==> src/rtl/l1_trigger_scheduler.sv <==
// l1_trigger_scheduler: pending Level-1 trigger register with in-order request/ack readout.
// Revision 1.0
`default_nettype none

module l1_trigger_scheduler #(
  parameter int DEPTH  = 16,
  parameter int BCID_W = 8,
  parameter int L1ID_W = 12
) (
  input  logic                     Clk,
  input  logic                     Reset,
  input  logic                     L1Trig_In,
  input  logic                     Bc_Reset,
  input  logic                     Ev_Reset,
  input  logic [7:0]               Latency,
  output logic                     L1_Reg_Full,
  output logic                     Trig_Lost,
  output logic [$clog2(DEPTH):0]   Pending_Count,
  output logic                     Rd_Req,
  output logic [BCID_W-1:0]        Rd_Bcid,
  output logic [L1ID_W-1:0]        Rd_L1id,
  input  logic                     Rd_Ack
);

  localparam int AW = $clog2(DEPTH);
  localparam int CW = AW + 1;
  localparam int EW = BCID_W + L1ID_W;

  typedef enum logic [1:0] {
    S_IDLE = 2'd0,
    S_LOAD = 2'd1,
    S_REQ  = 2'd2,
    S_GAP  = 2'd3
  } state_t;

  state_t              r_state;
  state_t              w_state_next;
  logic [BCID_W-1:0]   r_bcid;
  logic [L1ID_W-1:0]   r_l1id;
  logic [EW-1:0]       r_mem [DEPTH];
  logic [AW-1:0]       r_wr_ptr;
  logic [AW-1:0]       r_rd_ptr;
  logic [CW-1:0]       r_count;
  logic [CW-1:0]       w_count_next;
  logic                r_full;
  logic                r_lost;
  logic [BCID_W-1:0]   r_rd_bcid;
  logic [L1ID_W-1:0]   r_rd_l1id;
  logic                w_push;
  logic                w_pop;
  logic                w_lost;
  logic [BCID_W-1:0]   w_trig_bcid;
  logic [BCID_W-1:0]   w_head_bcid;
  logic [L1ID_W-1:0]   w_head_l1id;

  // Ev_Reset wins over trigger and ack at the same edge: nothing is pushed, popped or lost.
  always_comb begin
    w_push       = L1Trig_In & ~r_full & ~Ev_Reset;
    w_lost       = L1Trig_In &  r_full & ~Ev_Reset;
    w_pop        = (r_state == S_REQ) & Rd_Ack & ~Ev_Reset;
    w_trig_bcid  = r_bcid - BCID_W'(Latency);
    {w_head_bcid, w_head_l1id} = r_mem[r_rd_ptr];
    w_count_next = r_count;
    if (w_push && !w_pop) begin
      w_count_next = r_count + CW'(1);
    end else if (w_pop && !w_push) begin
      w_count_next = r_count - CW'(1);
    end
  end

  always_comb begin
    w_state_next = r_state;
    case (r_state)
      S_IDLE: if (r_count != '0) w_state_next = S_LOAD;
      S_LOAD: w_state_next = S_REQ;
      S_REQ:  if (Rd_Ack) w_state_next = S_GAP;
      S_GAP:  w_state_next = (r_count != '0) ? S_LOAD : S_IDLE;
      default: w_state_next = S_IDLE;
    endcase
    if (Ev_Reset) w_state_next = S_IDLE;
  end

  always_ff @(posedge Clk) begin
    if (Reset) begin
      r_state   <= S_IDLE;
      r_bcid    <= '0;
      r_l1id    <= '0;
      r_wr_ptr  <= '0;
      r_rd_ptr  <= '0;
      r_count   <= '0;
      r_full    <= 1'b0;
      r_lost    <= 1'b0;
      r_rd_bcid <= '0;
      r_rd_l1id <= '0;
    end else begin
      r_state <= w_state_next;
      r_bcid  <= Bc_Reset ? '0 : r_bcid + BCID_W'(1);
      r_lost  <= w_lost;
      if (Ev_Reset) begin
        r_l1id   <= '0;
        r_wr_ptr <= '0;
        r_rd_ptr <= '0;
        r_count  <= '0;
        r_full   <= 1'b0;
      end else begin
        r_count <= w_count_next;
        r_full  <= (w_count_next == CW'(DEPTH));
        if (w_push) begin
          r_l1id   <= r_l1id + L1ID_W'(1);
          r_wr_ptr <= r_wr_ptr + AW'(1);
        end
        if (w_pop) r_rd_ptr <= r_rd_ptr + AW'(1);
      end
      if (r_state == S_LOAD) begin
        r_rd_bcid <= w_head_bcid;
        r_rd_l1id <= w_head_l1id;
      end
    end
  end

  // Storage needs no reset; occupancy and pointers define which entries are valid.
  always_ff @(posedge Clk) begin
    if (!Reset && w_push) r_mem[r_wr_ptr] <= {w_trig_bcid, r_l1id};
  end

  assign L1_Reg_Full   = r_full;
  assign Trig_Lost     = r_lost;
  assign Pending_Count = r_count;
  assign Rd_Req        = (r_state == S_REQ);
  assign Rd_Bcid       = r_rd_bcid;
  assign Rd_L1id       = r_rd_l1id;

endmodule

`default_nettype wire

==> config.mk <==
export PLATFORM = sky130hd
export DESIGN_NAME = l1_trigger_scheduler
export DESIGN_NICKNAME = d
export VERILOG_FILES = /design/src/rtl/l1_trigger_scheduler.sv
export SDC_FILE = /design/constraint.sdc
export NUM_CORES = 1
export LEC_CHECK = 0
export ABC_AREA = 1
export CAP_MARGIN = 20
export CORE_ASPECT_RATIO = 1.2
export CORE_UTILIZATION = 55
export DETAILED_ROUTE_END_ITERATION = 10
export PLACE_DENSITY = 0.72
export RECOVER_POWER = 25
export SYNTH_ARGS = -nofsm -noshare
export SYNTH_HDL_FRONTEND = slang
export SYNTH_SLANG_ARGS = --single-unit
==> constraint.sdc <==
create_clock -name Clk -period 2.95 [get_ports Clk]
set_clock_uncertainty 0.05 [all_clocks]
set_input_delay 0.59 -clock Clk [delete_from_list [all_inputs] [get_ports Clk]]
set_output_delay 0.59 -clock Clk [all_outputs]
set_load 0.03 [all_outputs]
==> run_1/clocks.png <==
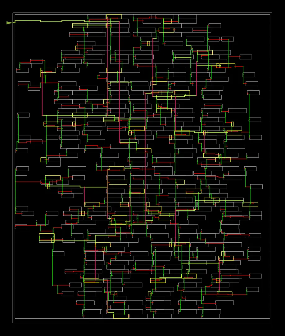
count of clock buffers in the final design: 51
number of buffers inserted during clock tree synthesis: 37
number of flip-flops and latches: 377
worst skew pair latency: 0.52 ns

==> run_1/layer_met2.png <==
Cells faint in the background.
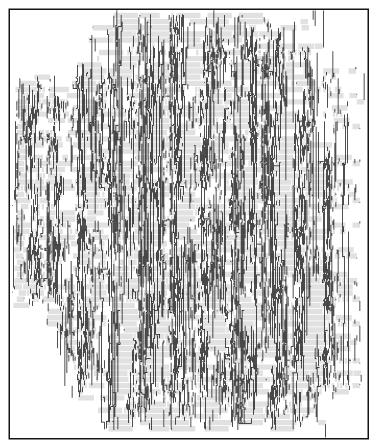
nets with wire on the layer: 1196
share of all routed wire: 49%
total via count in the routed design: 11070
final wirelength: 36.11 mm
met2 track demand over resource: 42.21%

==> run_1/sizes.png <==
Bar = 50 um.
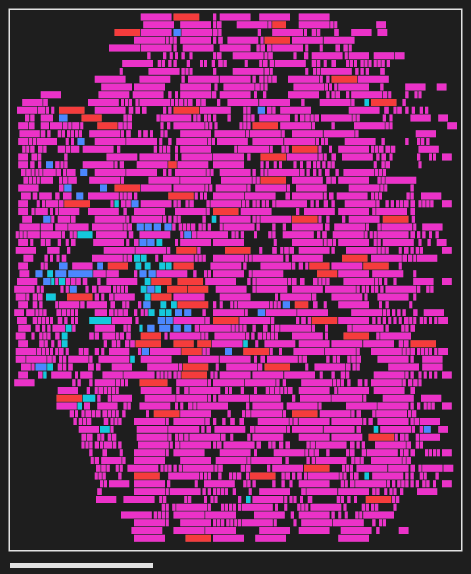
[magenta] _0 and _1 cells | cells: 1532 | share: 92%
[blue] _3 and _4 cells | cells: 43 | share: 2.6%
[red] _6 and larger | cells: 60 | share: 3.6%
[cyan] _2 cells | cells: 39 | share: 2.3%
Layout Area Growth over Synthesis: 14.79%
Setup WS post-layout: 0.3739 ns
summed area of non-filler cells in the final layout: 18350 um^2
count of buffers not belonging to the clock network in the layout: 100

==> flow_results.xml, run 1 <==
<?xml version="1.0" encoding="UTF-8"?>
<metrics>
  <group name="yosys">
    <metric name="synth_area_per_cell" unit="um^2">10.15</metric>
    <metric name="edf_count" unit="">320</metric>
    <metric name="yosys_most_used_dff" unit="">sky130_fd_sc_hd__edfxtp_1</metric>
    <metric name="ys_chip_area" unit="um^2">15980</metric>
    <metric name="synthDominantAreaCellType" unit="">sky130_fd_sc_hd__edfxtp_1</metric>
    <metric name="numSynthFlops" unit="">377</metric>
    <metric name="most_numerous_cell_in_the_yosys_netlist" unit="">sky130_fd_sc_hd__nand2_1</metric>
    <metric name="yosys_warning_tally" unit="">0</metric>
    <metric name="netlist-cell-type-count" unit="">35</metric>
    <metric name="synth.yosys.seq_area_share" unit="%">67.27</metric>
  </group>
  <group name="sta">
    <metric name="post-route-period-util" unit="%">87.33</metric>
    <metric name="max_slew.worst_pin.slew" unit="ns">1.008</metric>
    <metric name="final.hold.worst_slack" unit="ns">0.4306</metric>
    <metric name="achievable-frequency" unit="MHz">388.2</metric>
  </group>
  <group name="detailed_routing">
    <metric name="vias_per_cell" unit="">5.376</metric>
    <metric name="dr_wl_met2" unit="mm">17.65</metric>
    <metric name="post_drt_wl_per_cell" unit="um">17.54</metric>
    <metric name="drt_iter0_markers" unit="">968</metric>
    <metric name="highest_layer" unit="">met4</metric>
  </group>
  <group name="run">
    <metric name="openroad.warnings" unit="">36</metric>
  </group>
  <group name="critical_path">
    <metric name="worst_path_largest_cell_delay" unit="ns">0.70</metric>
    <metric name="cp_max_fo" unit="">5</metric>
    <metric name="worst_path_max_delay_cell" unit="">sky130_fd_sc_hd__clkdlybuf4s50_1</metric>
    <metric name="timing.critical_path.cells" unit="">inv_1 &gt; ha_1 &gt; clkdlybuf4s50_1</metric>
    <metric name="sum_of_buffers_and_inverters_on_the_critical_path" unit="">2</metric>
  </group>
  <group name="cells_and_area">
    <metric name="layout.cells.most_common" unit="">sky130_fd_sc_hd__nand2_1</metric>
    <metric name="seqCellArea" unit="um^2">10760</metric>
    <metric name="final_layout_size_suffix_gt1_share" unit="%">8.483</metric>
    <metric name="n_antenna_cell" unit="">0</metric>
    <metric name="comb_cell_area" unit="um^2">4538</metric>
    <metric name="finalNonFillerCells" unit="">2059</metric>
  </group>
  <group name="clock_network">
    <metric name="cts_buffer_depth" unit="">3</metric>
    <metric name="cts-resized-gates" unit="">0</metric>
    <metric name="cts-hold-fix-buffers" unit="">0</metric>
  </group>
  <group name="floorplanning">
    <metric name="std_cell_rows" unit="">68</metric>
  </group>
  <group name="power_and_ir_drop">
    <metric name="share_seq_of_total_power" unit="%">53.6</metric>
    <metric name="p_leak" unit="nW">7.233</metric>
    <metric name="combPwrFrac" unit="%">4.4</metric>
  </group>
  <group name="global_routing">
    <metric name="pin_count_of_the_biggest_net_entering_global_routing" unit="">163</metric>
    <metric name="global_route.usage.total" unit="%">25.46</metric>
  </group>
  <group name="status">
    <metric name="status" unit="">completed</metric>
  </group>
  <group name="min_path">
    <metric name="min-delay-path-class" unit="">flip-flop to flip-flop</metric>
  </group>
  <group name="placement">
    <metric name="replace_congestion" unit="">0.8243</metric>
  </group>
</metrics>
[run 1: metrics by stage]
stage	setup slack, ns	area, um^2	power [mW]	utilization, %
finish	0.3739	18350	10.88	63.98
global route	0.2722	18350	11.21	63.98
CTS	0.3540	18340	10.94	63.98
detailed placement	-0.07474	17150	6.421	59.82
global placement	-0.07413	17150	6.412	59.82
floorplan	0.4594	15980	6.231	-
[run 1: power groups by stage]
| stage | clock (mW) | combinational (mW) | sequential, mW |
|---|---|---|---|
| floorplan | 0 | 0.239 | 5.99 |
| detailed placement | 0 | 0.477 | 5.94 |
| global route | 4.85 | 0.534 | 5.83 |
| CTS | 4.63 | 0.480 | 5.83 |
| finish | 4.57 | 0.478 | 5.83 |
| global placement | 0 | 0.469 | 5.94 |
[run 1: layout make-up]
type / count / share of cell area (%)
Multi-Input combinational cell: 1033 / 24.74
Inverter: 96 / 1.978
Clock buffer: 51 / 5.845
Timing Repair Buffer: 100 / 5.531
Clock inverter: 17 / 0.6548
Tap cell: 385 / 2.626
Sequential cell: 377 / 58.63
[run 1: state kept, by name, summed over array words and instances, names as in the netlist]
name,cells
L1_Reg_Full,1
Rd_Bcid,8
r_wr_ptr,4
r_state,2
Pending_Count,5
Trig_Lost,1
r_rd_ptr,4
r_mem,320
r_bcid,8
r_l1id,12
Rd_L1id,12
[run 1: worst paths after layout]
kind,slack [ns],depth (start not counted),endpoint,startpoint
max,0.37,3,Rd_Req,r_state[0]$_SDFFE_PP0P_
min,0.43,1,r_bcid[0]$_SDFF_PP0_,r_bcid[0]$_SDFF_PP0_
min reg2reg,0.43,1,r_bcid[0]$_SDFF_PP0_,r_bcid[0]$_SDFF_PP0_
max reg2reg,0.71,9,Rd_L1id[2]$_SDFFE_PP0N_,r_rd_ptr[1]$_SDFFE_PP0P_
[run 1: cell families (layout without fill, tap and decap cells)]
logic type / count (synthesis) / after routing
AOI/OAI and AO/OA: 53 / 53
buffers and inverters: 165 / 264
DFF: 377 / 377
adders and majority gates: 22 / 22
and+or+nand+nor: 951 / 951
xor gates and xnor gates: 7 / 7
[run 1: metal layers]
layer	GRT usage, %	up-vias
li1	-	5347
met1	34.87	5209
met2	42.21	448
met3	3.427	65
met4	7.916	0
met5	0	-
==> run_1/wires.png <==
Only two layers are drawn.
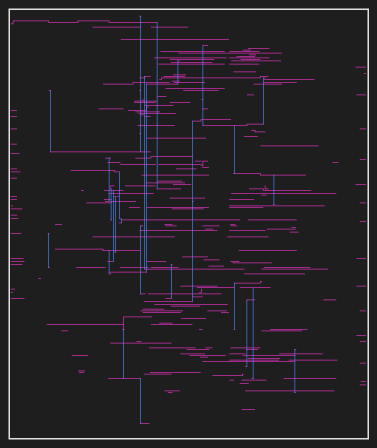

==> run 2, diff against run 1 <==
Settings changed: CORE_MARGIN from default to 3, SLEW_MARGIN from default to 20.
Clock period 2.95 ns to 2.45 ns, I/O delays scaled along.
==> run_2/wires.png <==
Only two layers are drawn.
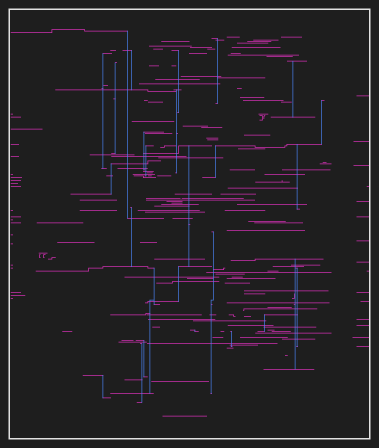
[magenta] metal 3 | wire length: 2580 um
[blue] metal 4 | wire length: 805 um
routed length per instance: 17.38 um
GR Util All Layers: 23.41%

==> run_2/sizes.png <==
Bar = 50 um.
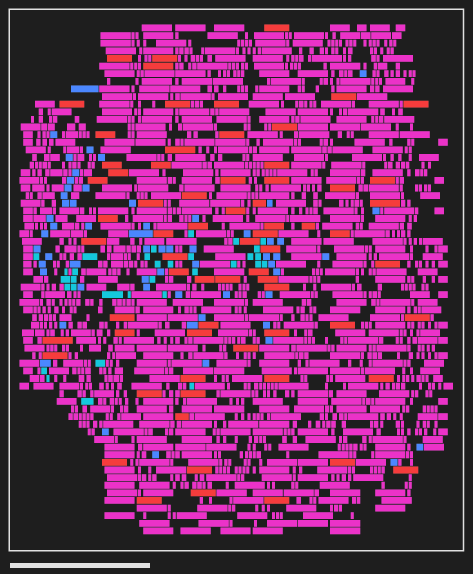
[cyan] _2 cells | cells: 32 | share: 1.9%
[red] _6 and larger | cells: 68 | share: 4.0%
[blue] _3 and _4 cells | cells: 59 | share: 3.5%
[magenta] _0 and _1 cells | cells: 1535 | share: 91%
Setup WS post-layout: 0.1980 ns
Layout Area Growth over Synthesis: 16.69%
summed area of non-filler cells in the final layout: 18650 um^2
count of buffers not belonging to the clock network in the layout: 120

==> flow_results.xml, run 2 <==
<?xml version="1.0" encoding="UTF-8"?>
<metrics>
  <group name="min_path">
    <metric name="whs_endpoint" unit="">r_bcid[7]$_SDFF_PP0_</metric>
    <metric name="hold_critical_path_depth" unit="">2</metric>
    <metric name="min-delay-path-class" unit="">flip-flop to flip-flop</metric>
  </group>
  <group name="power_and_ir_drop">
    <metric name="combPwrFrac" unit="%">4.5</metric>
    <metric name="share_seq_of_total_power" unit="%">51.7</metric>
  </group>
  <group name="critical_path">
    <metric name="critical_path.reg2reg.startpoint" unit="">r_l1id[10]$_SDFFE_PP0N_</metric>
    <metric name="worstSetupPathDepth" unit="">1</metric>
    <metric name="worst_path_largest_cell_delay" unit="ns">0.73</metric>
    <metric name="sum_of_buffers_and_inverters_on_the_critical_path" unit="">1</metric>
    <metric name="reg2regPathDepth" unit="">8</metric>
    <metric name="worst-r2r-setup-slack" unit="ns">0.34</metric>
    <metric name="timing.rr.end" unit="">r_l1id[11]$_SDFFE_PP0N_</metric>
    <metric name="timing.critical_path.cells" unit="">clkdlybuf4s50_1</metric>
    <metric name="cp_max_fo" unit="">8</metric>
    <metric name="worst_path_max_delay_cell" unit="">sky130_fd_sc_hd__clkdlybuf4s50_1</metric>
  </group>
  <group name="yosys">
    <metric name="synthDominantAreaCellType" unit="">sky130_fd_sc_hd__edfxtp_1</metric>
    <metric name="edf_count" unit="">320</metric>
    <metric name="ys_chip_area" unit="um^2">15980</metric>
    <metric name="synth.yosys.seq_area_share" unit="%">67.27</metric>
    <metric name="netlist-cell-type-count" unit="">35</metric>
    <metric name="yosys_most_used_dff" unit="">sky130_fd_sc_hd__edfxtp_1</metric>
    <metric name="most_numerous_cell_in_the_yosys_netlist" unit="">sky130_fd_sc_hd__nand2_1</metric>
    <metric name="yosys_warning_tally" unit="">0</metric>
  </group>
  <group name="detailed_routing">
    <metric name="route.final.wire_length" unit="mm">36.03</metric>
    <metric name="drt_iter0_markers" unit="">972</metric>
    <metric name="vias_per_cell" unit="">5.353</metric>
    <metric name="num_vias" unit="">11100</metric>
  </group>
  <group name="cells_and_area">
    <metric name="final_layout_size_suffix_gt1_share" unit="%">9.386</metric>
    <metric name="largest_reg_flops" unit="">320</metric>
    <metric name="n_antenna_cell" unit="">0</metric>
    <metric name="layout.cells.most_common" unit="">sky130_fd_sc_hd__nand2_1</metric>
    <metric name="finalNonFillerCells" unit="">2073</metric>
    <metric name="regMostFlops" unit="">r_mem</metric>
  </group>
  <group name="sta">
    <metric name="max_slew.worst_pin.slew" unit="ns">1.082</metric>
    <metric name="achievable-frequency" unit="MHz">444.0</metric>
    <metric name="post-route-period-util" unit="%">91.92</metric>
  </group>
  <group name="placement">
    <metric name="place_ws" unit="ns">-0.3212</metric>
    <metric name="replace_congestion" unit="">0.8129</metric>
  </group>
  <group name="floorplanning">
    <metric name="std_cell_rows" unit="">67</metric>
  </group>
  <group name="clock_network">
    <metric name="cts_buffers" unit="">38</metric>
  </group>
  <group name="global_routing">
    <metric name="pin_count_of_the_biggest_net_entering_global_routing" unit="">72</metric>
  </group>
  <group name="status">
    <metric name="status" unit="">completed</metric>
  </group>
</metrics>
## run 2: cell count changes in the layout (fill, tap and decap cells not counted), sizes merged
| cell | before | now |
|---|---|---|
| inv | 97 | 96 |
| bufinv | 1 | 4 |
| clkbuf | 60 | 64 |
| clkinvlp | 1 | 4 |
| buf | 50 | 68 |
| dlygate4sd2 | 0 | 1 |
| clkdlybuf4s50 | 41 | 40 |
| clkinv | 14 | 7 |
## run 2: logic make-up (layout without fill, tap and decap cells)
kind of cell,after synthesis,count (layout),share of synthesized area (%)
AND/OR/NAND/NOR,951,951,24.25
XOR/XNOR,7,7,0.3836
adder cells (fa/ha/maj),22,22,1.769
flip-flops,377,377,67.27
buffers and inverters,165,284,4.650
AND-OR/OR-AND,53,53,1.675
## run 2: per-layer routing
| layer | up-vias | share of wire (%) | global-route usage, % |
|---|---|---|---|
| li1 | 5373 | - | - |
| met1 | 5268 | 41 | 30.95 |
| met2 | 391 | 50 | 40.87 |
| met3 | 65 | 7.2 | 2.941 |
| met4 | 0 | 2.2 | 7.155 |
| met5 | - | 0 | 0 |
## run 2: metrics by stage
| step | total power [mW] | util (%) | area (um^2) | setup TNS (ns) | hold WS, ns |
|---|---|---|---|---|---|
| after floorplan | 7.500 | - | 15980 | 0 | 0.3797 |
| after global placement | 7.754 | 61.49 | 17370 | -14.74 | 0.4208 |
| after detailed placement | 7.769 | 61.52 | 17380 | -11.08 | 0.4301 |
| after CTS | 13.65 | 66.12 | 18680 | 0 | 0.4395 |
| after global routing | 13.97 | 66.01 | 18650 | 0 | 0.4753 |
| final | 13.57 | 66.01 | 18650 | 0 | 0.4356 |
## run 2: repair_timing
item                                    CTS  global route
hold buffers                              0             0
resized                                   1             1
endpoints found under the setup margin    1            16
## run 2: how the worst max path moves through the flow
stage / end / startpoint / slack [ns]
after global placement: r_mem[5][17]$_DFFE_PP_ / Latency[2] / -0.70
final: Pending_Count[2] / Pending_Count[2]$_SDFF_PP0_ / 0.20
after floorplan: r_mem[0][0]$_DFFE_PP_ / Ev_Reset / 0.06
after CTS: Pending_Count[2] / Pending_Count[2]$_SDFF_PP0_ / 0.17
after detailed placement: r_mem[11][17]$_DFFE_PP_ / Latency[2] / -0.32
after global routing: r_l1id[9]$_SDFFE_PP0N_ / r_l1id[6]$_SDFFE_PP0N_ / 0.08
## run 2: final cells by class
cell class                 instances  area [um^2]  area share (%)
clock buffer                      53         1122           6.018
clock inverter                    15        178.9          0.9594
inverter                          96        362.8           1.946
multi-input combinational       1033         4557           24.43
sequential                       377        10760           57.67
tap                              379        474.2           2.543
timing repair buffer             120         1199           6.427
## run 2: power groups by stage
stage          Sequential, mW  Combinational, mW  Clock, mW
5_1_grt                  7.02              0.675       6.27
6_report                 7.02              0.614       5.94
3_3_place_gp             7.15              0.600          0
2_1_floorplan            7.21              0.285          0
3_5_place_dp             7.16              0.613          0
4_1_cts                  7.02              0.617       6.01
Power is estimated from default activity; no workload was simulated.
